Design bit_serializer, sky130hd; sources not shown.
### Clock network drawn from the DEF, run 1

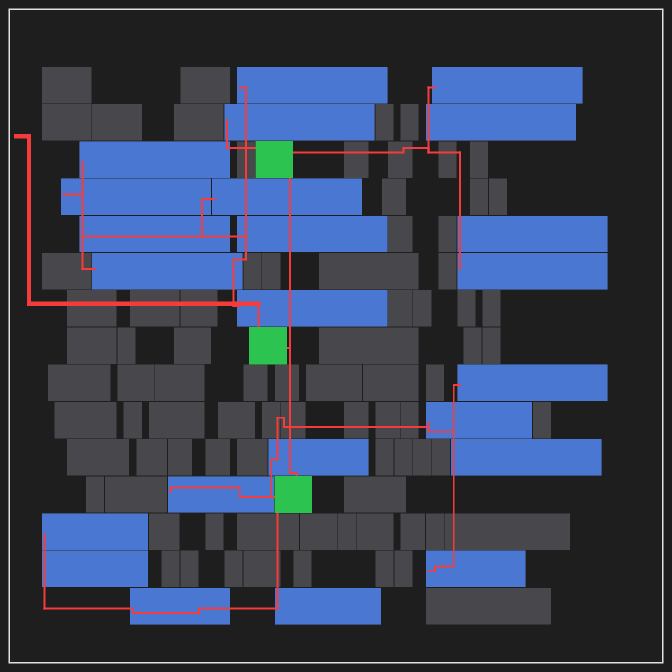
Green shows clock drivers, count 3. Blue shows flip-flops, count 23. Red shows clock wires, length 214 um.
There are 4 routed clock nets.
Clock Power Share: 0.219
P_clk: 0.295 mW

### The clock network, run 1

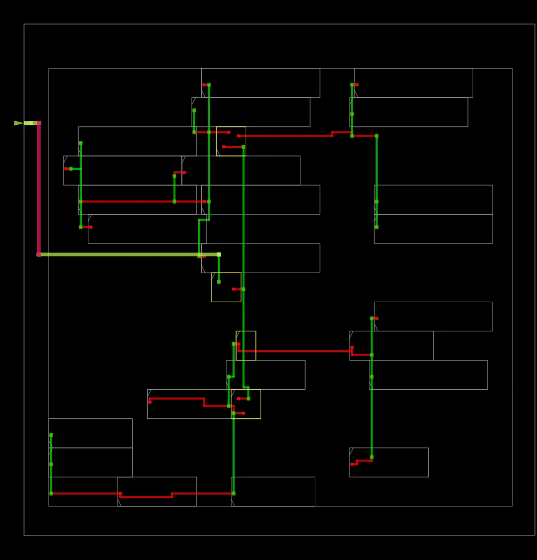
clk sinks: 23
Clock Skews: 0.000925 ns
Clock Latency Late Sink: 0.30 ns
Num CTS Buffers: 3
final sequential cell count: 23

### Cell classes on the final placement, run 1

Bar = 10 um.
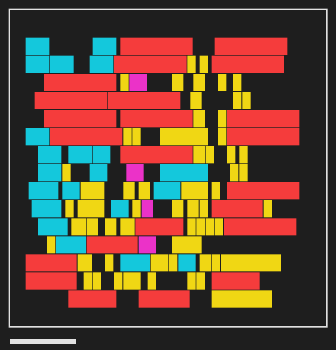
Yellow shows combinational and other logic, cells 60, share of their area 28%. Magenta shows clock drivers and dummy loads, cells 4, share of their area 2.3%. Cyan shows remaining buffers and delay cells, cells 21, share of their area 18%. Red shows sequential cells, cells 23, share of their area 51%.
Core Area: 1760 sq um
num rows: 15
Final Util: 0.704
sequential share of cell area: 0.497

### I/O pins on the die edge, run 1

Pins as bars across the die edge, other pins in grey.
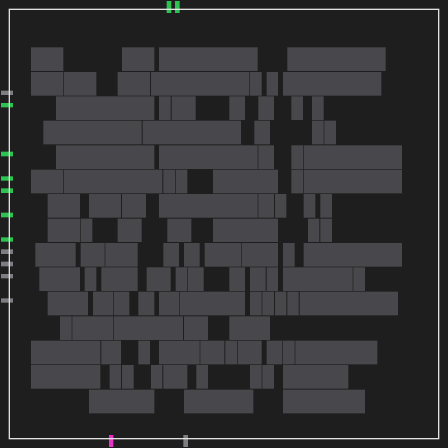
Green shows `din`, pins 8, direction input, edge 6 left, 2 top. Magenta shows `x_active`, pins 1, direction output, edge bottom.
All pins by edge: 11 left, 2 top, 2 bottom.
# port buffers: 14
die height: 47.7 um

==> metrics.cfg, run 1 <==
[drt]
post_drt_wl_per_cell_um = 11.1
dr.pass1.iters = 4
viasPerCell = 4.68
drt-total-wl_mm = 1.47
drc = 0

[pwr]
pwr-share-comb = 0.154
p_sw_mw = 0.315
leakage_nw = 0.544
intPower_mw = 1.03
seq_power_share = 0.627

[setup_path]
setup.worst_path.end_class = flop
required_ns = 1.42
r2r_slack_ns = 0.05

[global_routing]
track_usage = 0.151
antenna_found_initial = 0
grt_pass1_wl_mm = 2.27
grt.overflow.total = 0

[sta]
min_period_ns = 1.30
tightestPinTransition_ns = 0.219
maxSlewHeadroom = 0.854
hold_viol = 0
finalMaxSlewViolations = 0
setup_violations = 0

[min_path]
worstHoldPathCells = 3
hold_class = in -> reg

[flow_run]
drv_cap = 0

[synthesis]
yosys_cells = 85
numSynthFlops = 23
mux_area_frac = 0
yosysWarnings = 0
xor_share = 0
synthAdderAreaFrac = 0.0410
compound_area_frac = 0.0520
synthCells = 85
synth_cell_type_count = 14
ys_seq_share = 0.668

[outcome]
status = complete, no violations

[cells_and_area]
fin_nets = 123
stdcell_count = 133
largest_register_ffs = 8
final_layout_top_logic_cells = 20 x nand2_1, 15 x edfxtp_1, 9 x clkdlybuf4s50_1

[place]
dpl.cell_count = 129
gp_congestion = 0.713

[clock_tree]
htree_levels = 1

[floorplan]
fp-utilization = 0.518

run 1: Yosys cell counts:
master / instances
edfxtp_1: 15
nor3_1: 1
o21a_1: 2
buf_4: 1
dfxtp_1: 8
nand2_2: 2
a21oi_1: 4
ha_1: 3
a31oi_1: 2
nor2_1: 7
nand3_1: 8
inv_1: 9
buf_6: 1
nand2_1: 22
run 1: power by group through the flow:
| stage | combinational [mW] | sequential (mW) | clock [mW] |
|---|---|---|---|
| 2_1_floorplan | 0.105 | 0.851 | 0 |
| 3_3_place_gp | 0.193 | 0.853 | 0 |
| 3_5_place_dp | 0.195 | 0.857 | 0 |
| 4_1_cts | 0.196 | 0.841 | 0.312 |
| 5_1_grt | 0.234 | 0.849 | 0.334 |
| 6_report | 0.207 | 0.844 | 0.295 |
run 1: critical path, cell delays in order (launching register included):
cell and delay, ns:
dfxtp_2 0.36, ha_4 0.16, ha_4 0.16, inv_2 0.06, nand2_4 0.08, buf_12 0.14, nand3_1 0.06, nand2_1 0.06
run 1: per-layer routing:
metal / track usage / wire (um) / up-vias
met5: 0 / 0 / -
met4: 0.0973 / 12 / 0
met3: 0.0226 / 70 / 2
met2: 0.203 / 712 / 17
met1: 0.227 / 678 / 272
li1: - / - / 331
run 1: cell type report:
cell class | count | area [sq um]
Inverter | 9 | 33.8
Sequential cell | 23 | 617
Clock inverter | 1 | 5.00
Multi-Input combinational cell | 51 | 310
Clock buffer | 3 | 22.5
Timing Repair Buffer | 21 | 221
Fill cell | 136 | 523
Tap cell | 25 | 31.3
run 1: per-stage QoR:
step	utilization	setup slack, ns
after detailed placement	0.645	-0.430
after global routing	0.704	-0.0181
after CTS	0.660	-0.443
after floorplan	-	0.0871
after global placement	0.645	-0.421
final	0.704	0.0465
--- run 2 (diff from run 1) ---
--- a/config.mk
+++ b/config.mk
@@ -6,15 +6,13 @@
 export NUM_CORES = 1
 export LEC_CHECK = 0
 export ABC_AREA = 1
-export CAP_MARGIN = 20
 export CORE_MARGIN = 2
 export CORE_UTILIZATION = 48
 export CTS_BUF_LIST = sky130_fd_sc_hd__clkbuf_4 sky130_fd_sc_hd__clkbuf_8
 export CTS_CLUSTER_DIAMETER = 60
 export DETAILED_ROUTE_END_ITERATION = 12
 export PLACE_DENSITY_LB_ADDON = 0.15
-export SKIP_CTS_REPAIR_TIMING = 1
-export SLEW_MARGIN = 20
+export SLEW_MARGIN = 40
 export SYNTH_ARGS = -nofsm -noshare
 export SYNTH_HDL_FRONTEND = slang
 export SYNTH_SLANG_ARGS = --single-unit
### Cells by drive strength, run 2

Bar = 10 um.
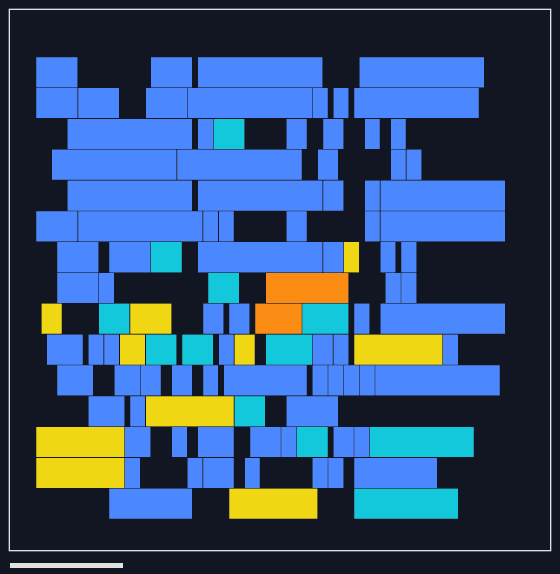
Blue shows _0 and _1 cells, cells 84, share 78%, most used nand2_1. Orange shows _6 and larger, cells 2, share 1.9%. Cyan shows _3 and _4 cells, cells 12, share 11%, most used buf_4. Yellow shows _2 cells, cells 10, share 9.3%, most used dfxtp_2.
area grow syn2layout: 31.5%
Finished Cell Area: 1200 sq um
setup ws final: 0.0613 ns

### The clock network, run 2

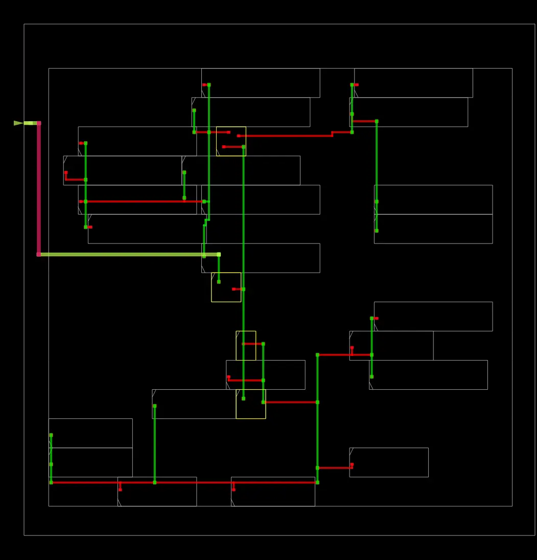
P_clk: 0.301 mW
Clock Skews: 0.00568 ns
clock buf count: 3

==> metrics.cfg, run 2 <==
[global_routing]
grt.overflow.total = 0  ; unchanged
track_usage = 0.154  ; was 0.151
grt_pass1_wl_mm = 2.33  ; was 2.27 mm

[drt]
drt-total-wl_mm = 1.45  ; was 1.47 mm
post_drt_wl_per_cell_um = 10.9  ; was 11.1 um
viasPerCell = 4.70  ; was 4.68
dr.pass1.iters = 4  ; unchanged

[synthesis]
synth_cell_type_count = 14  ; unchanged
yosysWarnings = 0  ; unchanged
ys_async_sr_fraction = 0  ; unchanged
synthCells = 85  ; unchanged
mux_area_frac = 0  ; unchanged
yosysMostFrequentCell = nand2_1  ; unchanged
ys_seq_share = 0.668  ; unchanged
edf_count = 15  ; unchanged
ff_type = edfxtp_1  ; unchanged
compound_area_frac = 0.0520  ; unchanged
numSynthFlops = 23  ; unchanged

[setup_path]
setup.worst_path.end_class = flop  ; unchanged
r2r_slack_ns = 0.06  ; was 0.05 ns
required_ns = 1.42  ; about the same

[clock_tree]
insertion_delay_ns = 0.30  ; about the same
htree_levels = 1  ; unchanged
numCtsBuffers = 3  ; unchanged
cts.sinks = 23  ; unchanged

[min_path]
hold_class = in -> reg  ; unchanged

[sta]
setup_violations = 0  ; unchanged
hold_viol = 0  ; unchanged
maxSlewHeadroom = 0.775  ; was 0.854
finalMaxSlewViolations = 0  ; unchanged

[cells_and_area]
fin_nets = 123  ; unchanged
largest_register_ffs = 8  ; unchanged
final_layout_top_logic_cells = 21 x nand2_1, 15 x edfxtp_1, 9 x clkdlybuf4s50_1  ; was 20 x nand2_1, 15 x edfxtp_1, 9 x clkdlybuf4s50_1

[floorplan]
fp-row-count = 15  ; unchanged
coreArea_sq_um = 1760  ; unchanged
fp-utilization = 0.518  ; unchanged

[outcome]
status = complete, no violations  ; unchanged

[place]
dp_slack_ns = -0.430  ; unchanged

### Clock network drawn from the DEF, run 2

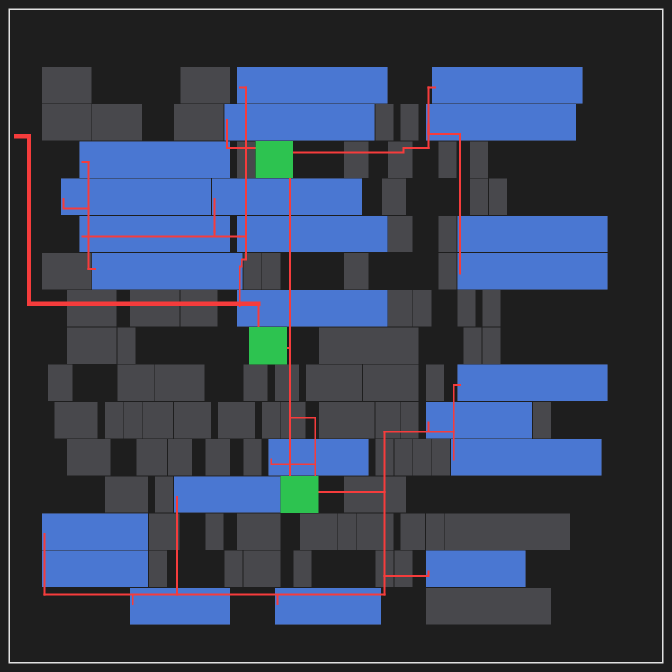
Blue shows flip-flops, count 23. Green shows clock drivers, count 3. Red shows clock wires, length 217 um.
There are 4 routed clock nets.
Clock Power Share: 0.225

[run 2: worst max-delay path, stage by stage (launching register included)]
cell and delay, ns:
dfxtp_2 0.36, ha_4 0.16, ha_4 0.16, inv_2 0.06, nand2_4 0.07, buf_12 0.14
nand3_1 0.06, nand2_1 0.06
[run 2: logic make-up after synthesis]
| logic type | count (synthesis) |
|---|---|
| buffers and inverters | 11 |
| and+or+nand+nor | 40 |
| AOI/OAI and AO/OA | 8 |
| adders and majority gates | 3 |
| DFF | 23 |
[run 2: metal layers]
metal / vias up / GRT usage / wire [um]
li1: 328 / - / -
met1: 282 / 0.234 / 718
met2: 13 / 0.205 / 671
met3: 2 / 0.0226 / 51
met4: 0 / 0.0973 / 12
met5: - / 0 / 0
[run 2: timing repair]
action | CTS | global route
pin swaps | 0 | 0
endpoints found under the setup margin | 16 | 8
gates resized | 18 | 4
[run 2: area by class of cell]
class / count / area [sq um]
clock buffer: 3 / 22.5
clock inverter: 1 / 5.00
fill: 138 / 562
inverter: 9 / 33.8
multi-input combinational: 51 / 294
sequential: 23 / 617
tap: 25 / 31.3
timing repair buffer: 21 / 199
[run 2: power breakdown]
part           switching (mW)  total, mW  leakage, nW  internal [mW]
registers              0.0232      0.844        0.210          0.820
logic                   0.101      0.194        0.268         0.0926
clock network           0.191      0.301       0.0177          0.110
[run 2: per-stage QoR]
step | instance area (sq um) | util | setup TNS (ns) | cells | power [mW]
after detailed placement | 1140 | 0.645 | -2.75 | 129 | 1.05
final | 1200 | 0.682 | 0 | 133 | 1.34
after floorplan | 920 | - | 0 | 85 | 0.956
after CTS | 1180 | 0.668 | 0 | 133 | 1.35
after global placement | 1140 | 0.645 | -2.59 | 129 | 1.05
after global routing | 1200 | 0.682 | 0 | 133 | 1.40
Power is estimated from default activity; no workload was simulated.
